### config.mk
export PLATFORM = sky130hd
export DESIGN_NAME = fetch_unit
export DESIGN_NICKNAME = d
export VERILOG_FILES = /design/src/rtl/fetch_unit_pkg.sv /design/src/rtl/fetch_unit_fifo.sv /design/src/rtl/fetch_unit.sv
export SDC_FILE = /design/constraint.sdc
export NUM_CORES = 1
export LEC_CHECK = 0
export ABC_CLOCK_PERIOD_IN_PS = 8600
export CAP_MARGIN = 10
export CELL_PAD_IN_SITES_DETAIL_PLACEMENT = 0
export CELL_PAD_IN_SITES_GLOBAL_PLACEMENT = 1
export CORE_ASPECT_RATIO = 0.75
export CORE_MARGIN = 8
export CORE_UTILIZATION = 46
export DETAILED_ROUTE_END_ITERATION = 6
export HOLD_SLACK_MARGIN = 0.03
export PLACE_DENSITY = 0.95
export SYNTH_ARGS = -nofsm -noshare
export SYNTH_HDL_FRONTEND = slang
export SYNTH_SLANG_ARGS = --single-unit
### constraint.sdc
create_clock -name clk_i -period 8.6 [get_ports clk_i]
set_input_delay 1.72 -clock clk_i [delete_from_list [all_inputs] [get_ports clk_i]]
set_output_delay 1.72 -clock clk_i [all_outputs]
set_load 0.03 [all_outputs]
### src/rtl/fetch_unit_pkg.sv
// Shared fetch-stage types and constants.
// Instruction width, default reset PC and the buffered fetch entry layout.
package fetch_unit_pkg;

  localparam int INSTR_W = 19;
  localparam int ADDR_W  = 19;

  localparam logic [ADDR_W-1:0] RESET_PC_DEF = '0;

  typedef struct packed {
    logic [INSTR_W-1:0] instr;
    logic [ADDR_W-1:0]  pc;
  } fetch_entry_t;

endpackage

### src/rtl/fetch_unit_fifo.sv
// fetch_fifo: synchronous FIFO, DEPTH (power of 2) x WIDTH, flush beats push.
// Ports: clk_i, reset_i, flush_i, push_i/wdata_i, pop_i/rdata_o, count_o, full_o, empty_o.
module fetch_fifo #(
  parameter int DEPTH = 2,
  parameter int WIDTH = 8
) (
  input  logic                   clk_i,
  input  logic                   reset_i,
  input  logic                   flush_i,
  input  logic                   push_i,
  input  logic [WIDTH-1:0]       wdata_i,
  input  logic                   pop_i,
  output logic [WIDTH-1:0]       rdata_o,
  output logic [$clog2(DEPTH):0] count_o,
  output logic                   full_o,
  output logic                   empty_o
);

  localparam int PW = $clog2(DEPTH);

  logic [WIDTH-1:0] mem_q [DEPTH];
  logic [PW-1:0]    wptr_q, wptr_d;
  logic [PW-1:0]    rptr_q, rptr_d;
  logic [PW:0]      cnt_q, cnt_d;
  logic             do_push, do_pop;

  assign empty_o = (cnt_q == '0);
  assign full_o  = (cnt_q == (PW+1)'(DEPTH));
  assign count_o = cnt_q;

  // Head reads as zero when empty so downstream sees clean outputs.
  assign rdata_o = empty_o ? '0 : mem_q[rptr_q];

  assign do_pop  = pop_i && !empty_o;
  assign do_push = push_i && (!full_o || do_pop);

  always_comb begin
    wptr_d = wptr_q;
    rptr_d = rptr_q;
    cnt_d  = cnt_q;
    if (flush_i) begin
      wptr_d = '0;
      rptr_d = '0;
      cnt_d  = '0;
    end else begin
      if (do_push) wptr_d = wptr_q + 1'b1;
      if (do_pop)  rptr_d = rptr_q + 1'b1;
      cnt_d = cnt_q + (PW+1)'(do_push) - (PW+1)'(do_pop);
    end
  end

  always_ff @(posedge clk_i) begin
    if (reset_i) begin
      wptr_q <= '0;
      rptr_q <= '0;
      cnt_q  <= '0;
    end else begin
      wptr_q <= wptr_d;
      rptr_q <= rptr_d;
      cnt_q  <= cnt_d;
    end
  end

  always_ff @(posedge clk_i) begin
    if (do_push && !flush_i && !reset_i)
      mem_q[wptr_q] <= wdata_i;
  end

endmodule

### src/rtl/fetch_unit.sv
// fetch_unit: PC owner, imem req/gnt + in-order rvalid, instruction FIFO to decode.
// Ports: imem_* (memory side), redirect_*, instr_* (decode side); FETCH_PERF_CNT_EN adds perf counters.
module fetch_unit
  import fetch_unit_pkg::*;
#(
  parameter int               ADDR_W     = 19,
  parameter int               FIFO_DEPTH = 2,
  parameter logic [ADDR_W-1:0] RESET_PC  = '0,
  parameter int               PC_STEP    = 1
) (
  input  logic               clk_i,
  input  logic               reset_i,
  output logic               imem_req_o,
  output logic [ADDR_W-1:0]  imem_addr_o,
  input  logic               imem_gnt_i,
  input  logic               imem_rvalid_i,
  input  logic [INSTR_W-1:0] imem_rdata_i,
  input  logic               redirect_i,
  input  logic [ADDR_W-1:0]  redirect_pc_i,
  output logic               instr_valid_o,
  input  logic               instr_ready_i,
  output logic [INSTR_W-1:0] instr_o,
  output logic [ADDR_W-1:0]  instr_pc_o
`ifdef FETCH_PERF_CNT_EN
  ,
  output logic [31:0]        fetch_stall_cnt_o,
  output logic [31:0]        redirect_cnt_o
`endif
);

  localparam int CW = $clog2(FIFO_DEPTH) + 1;
  localparam int EW = INSTR_W + ADDR_W;

  logic [ADDR_W-1:0] pc_q, pc_d;
  logic [CW-1:0]     out_q, out_d;
  logic [CW-1:0]     drop_q, drop_d;

  logic          grant, keep_rsp;
  logic [CW:0]   credit_used;

  logic [ADDR_W-1:0] pcq_head;
  logic [CW-1:0]     pcq_cnt;
  logic              pcq_full, pcq_empty;

  logic [EW-1:0] dq_head;
  logic [CW-1:0] dq_cnt;
  logic          dq_full, dq_empty;
  logic          dq_push, dq_pop;

  // Outstanding plus buffered never exceeds FIFO_DEPTH, so responses always fit.
  assign credit_used = {1'b0, out_q} + {1'b0, dq_cnt};
  assign imem_req_o  = !reset_i && !redirect_i &&
                       (credit_used < (CW+1)'(FIFO_DEPTH));
  assign imem_addr_o = pc_q;
  assign grant       = imem_req_o && imem_gnt_i;

  // Responses owed to a pre-redirect request are discarded.
  assign keep_rsp = imem_rvalid_i && (drop_q == '0) && !redirect_i;

  always_comb begin
    pc_d   = pc_q;
    out_d  = out_q + CW'(grant) - CW'(imem_rvalid_i);
    drop_d = drop_q;
    if (redirect_i) begin
      pc_d   = redirect_pc_i;
      drop_d = out_q - CW'(imem_rvalid_i);
    end else begin
      if (grant) pc_d = pc_q + ADDR_W'(PC_STEP);
      if (imem_rvalid_i && drop_q != '0)
        drop_d = drop_q - 1'b1;
    end
  end

  always_ff @(posedge clk_i) begin
    if (reset_i) begin
      pc_q   <= RESET_PC;
      out_q  <= '0;
      drop_q <= '0;
    end else begin
      pc_q   <= pc_d;
      out_q  <= out_d;
      drop_q <= drop_d;
    end
  end

  // Requested PCs wait here until their (non-dropped) response returns.
  fetch_fifo #(
    .DEPTH (FIFO_DEPTH),
    .WIDTH (ADDR_W)
  ) u_pcq (
    .clk_i   (clk_i),
    .reset_i (reset_i),
    .flush_i (redirect_i),
    .push_i  (grant),
    .wdata_i (pc_q),
    .pop_i   (keep_rsp),
    .rdata_o (pcq_head),
    .count_o (pcq_cnt),
    .full_o  (pcq_full),
    .empty_o (pcq_empty)
  );

  assign dq_push = keep_rsp;
  assign dq_pop  = instr_valid_o && instr_ready_i;

  fetch_fifo #(
    .DEPTH (FIFO_DEPTH),
    .WIDTH (EW)
  ) u_ibuf (
    .clk_i   (clk_i),
    .reset_i (reset_i),
    .flush_i (redirect_i),
    .push_i  (dq_push),
    .wdata_i ({imem_rdata_i, pcq_head}),
    .pop_i   (dq_pop),
    .rdata_o (dq_head),
    .count_o (dq_cnt),
    .full_o  (dq_full),
    .empty_o (dq_empty)
  );

  assign instr_valid_o = !dq_empty;
  assign instr_o       = dq_head[EW-1:ADDR_W];
  assign instr_pc_o    = dq_head[ADDR_W-1:0];

  always_ff @(posedge clk_i) begin
    if (!reset_i) begin
      assert (!(dq_push && dq_full && !dq_pop));
      assert (!(grant && pcq_full));
      assert (!(keep_rsp && pcq_empty));
      assert ({1'b0, pcq_cnt} <= {1'b0, out_q});
    end
  end

`ifdef FETCH_PERF_CNT_EN
  logic [31:0] stall_q, redir_q;

  always_ff @(posedge clk_i) begin
    if (reset_i) begin
      stall_q <= '0;
      redir_q <= '0;
    end else begin
      if (!instr_valid_o && stall_q != '1) stall_q <= stall_q + 1'b1;
      if (redirect_i && redir_q != '1)     redir_q <= redir_q + 1'b1;
    end
  end

  assign fetch_stall_cnt_o = stall_q;
  assign redirect_cnt_o    = redir_q;
`endif

endmodule

==> results.json <==
{
  "path_max_fanout": 25,
  "yosysCellCount": 463,
  "nFillCells": 965,
  "grt_setup_unrepaired": "false",
  "dp_hpwl_um": 8937,
  "logic_area_um2": 1887,
  "wl_met1_um": 5617,
  "worst_pin_slew_ps": 1128,
  "ys_warn_count": 0,
  "ys_area_um2": 6108,
  "grt_remaining_overflow": 0,
  "irDropWorstVdd_mv": 0.1520,
  "logic_gates": 277,
  "fmax_mhz": 170.1,
  "buffer_area_share_pct": 13.33,
  "synthCells": 463,
  "top_cells_by_count": "114 x edfxtp_1, 86 x nor2_1, 57 x mux2i_1",
  "final_common_cell": "edfxtp_1",
  "grt_max_degree": 40,
  "synthTopCellsByArea": "edfxtp_1 56%, dfxtp_1 11%, mux2i_1 9.3%",
  "cts_resized": 0,
  "slew_violations": 0,
  "top_layer": "met4",
  "p_seq_share_pct": 46.0,
  "cp_top_family": "buffers and inverters",
  "drc_errors": 0,
  "most-common-layout-cells": "114 x edfxtp_1, 102 x clkdlybuf4s50_1, 85 x nor2_1",
  "htree_levels": 4,
  "clk_path_buf_depth": 2,
  "status": "complete, no violations",
  "leakage_nw": 2.618,
  "skew_ps": 7.454,
  "p_clk_share_pct": 44.4,
  "synthMuxAreaShare_pct": 9.340,
  "postCtsSetupBuffers": 0,
  "drive_gt1_share_pct": 7.266,
  "postSynthAreaPerCell_um2": 13.19,
  "grt_pass1_wl_um": 20600,
  "post-route-min-period_ps": 5878,
  "die_area_um2": 17260,
  "synthArstFlopShare_pct": 0,
  "cell_internal_pwr_mw": 1.376,
  "most_common_cell": "edfxtp_1",
  "rows": 36,
  "power.net_switching_mw": 0.3874,
  "critPathMostFrequentCell": "clkdlybuf4s50_1",
  "die.size.y_um": 115.8,
  "largest_reg_flops": 76,
  "sh_comb_area_pct": 23.77,
  "die_w_um": 149.1,
  "diodes": 0,
  "ys.flop_type": "edfxtp_1",
  "swShare_pct": 21.97,
  "powerDensity_nw_per_um2": 222.2,
  "top_power_group": "sequential cells",
  "largest_register": "u_ibuf.mem_q",
  "grt_antenna_before_repair": 0,
  "yosys.area_share.simple_pct": 11.57,
  "finalNonFillerCells": 749,
  "flops": 147,
  "areaGrowthSynthToFinish_pct": 29.97,
  "drtPass1Iterations": 6,
  "xor_share_pct": 3.011,
  "wl_met2_um": 6275,
  "cap_violations": 0,
  "cpMaxStageDelayCell": "clkdlybuf4s50_1",
  "path_class": "in -> out",
  "post_dp_cell_area_um2": 7301,
  "yosys.area.top_type_share_pct": 56.04,
  "setup-tns-final_ps": 0,
  "initialDrtViolationCount": 281,
  "grt_most_used_layer": "met2",
  "hold_viol_final": 0,
  "clk_pin_slew_worst_paths_ps": 60,
  "endpoint_kind": "output pin",
  "cts_buffers": 17,
  "worstPathRequired_ps": 6880,
  "cts_tree": "yes",
  "largest_class": "flip-flops and latches",
  "worst_slack_ps": 2722,
  "top_logic_kind": "simple AND/OR/NAND/NOR gates",
  "yosysSeqAreaShare_pct": 66.86,
  "final-clk-cell-share_pct": 8.038
}
[path summary, 6_finish.rpt]
| check | startpoint | slack, ps | to | depth (start not counted) |
|---|---|---|---|---|
| setup / recovery | reset_i | 2720 | imem_req_o | 4 |
| hold / removal | u_pcq.wptr_q$_SDFFE_PP0P_ | 480 | u_pcq.wptr_q$_SDFFE_PP0P_ | 2 |
| setup reg to reg | u_ibuf.count_o[0]$_SDFF_PP0_ | 5180 | u_pcq.mem_q[1][17]$_DFFE_PP_ | 6 |
| hold reg to reg | u_pcq.wptr_q$_SDFFE_PP0P_ | 480 | u_pcq.wptr_q$_SDFFE_PP0P_ | 2 |
[worst min-delay path, cell delays in order, from the launching register on]
cell and delay (ps):
dfxtp_1 320, nand2_1 60, o21bai_1 50
Met3 routing:
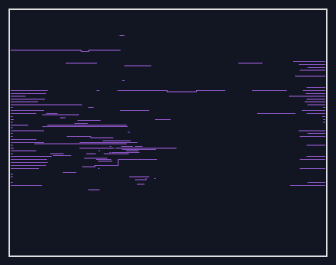
share of all routed wire: 9.0%
longest straight run: 43.2 µm
main direction: horizontal
nets with wire on the layer: 93
wire length on this layer: 1,190 µm
vias: 3,986
WL final: 13,190 µm
routing usage on met3: 6.360%

I/O nets highlighted:
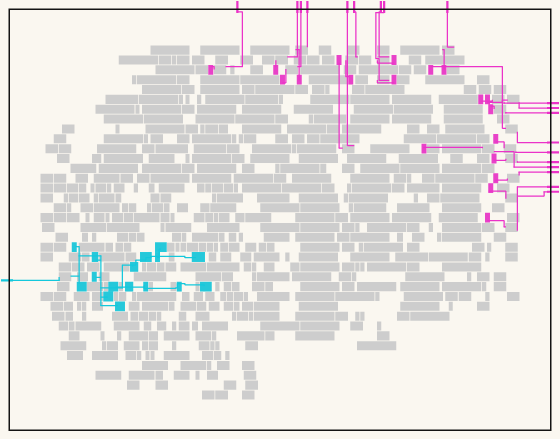
legend:
  cyan:
    port: redirect_i
    direction: input
    end_cells: 16
    buffers: 1
    wire: 123 µm
  magenta:
    port: instr_o
    direction: output
    end_cells: 19
    buffers: 19
    wire: 444 µm
IO buf count: 102
num ports: 103

Sequential cells colored by netlist name:
Other sequential cells in the stronger gray, the rest of the logic in the fainter gray.
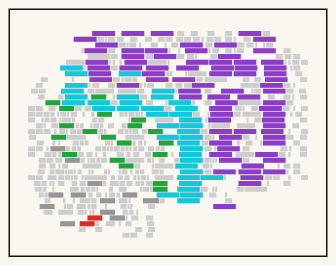
legend:
  red:
    name_in_the_netlist: u_pcq.count_o
    placed_flops: 2
  cyan:
    name_in_the_netlist: u_pcq.mem_q
    placed_flops: 38
  green:
    name_in_the_netlist: imem_addr_o
    placed_flops: 19
  purple:
    name_in_the_netlist: u_ibuf.mem_q
    placed_flops: 76
not colored: 12
Reg area: 4085 µm²
Final Util: 61.20%
Sequential Power: 0.811 mW
sequential cell area share: 51.46%

Flops by top-level scope:
Bar = 50 µm. Other sequential cells in the stronger gray, the rest of the logic in the fainter gray.
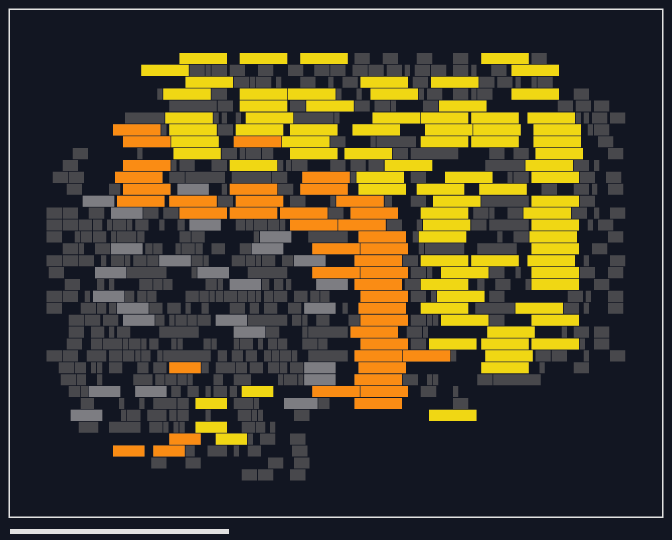
legend:
  yellow:
    scope: u_ibuf
    placed_flops: 80
  orange:
    scope: u_pcq
    placed_flops: 42

Power is estimated from default activity; no workload was simulated.
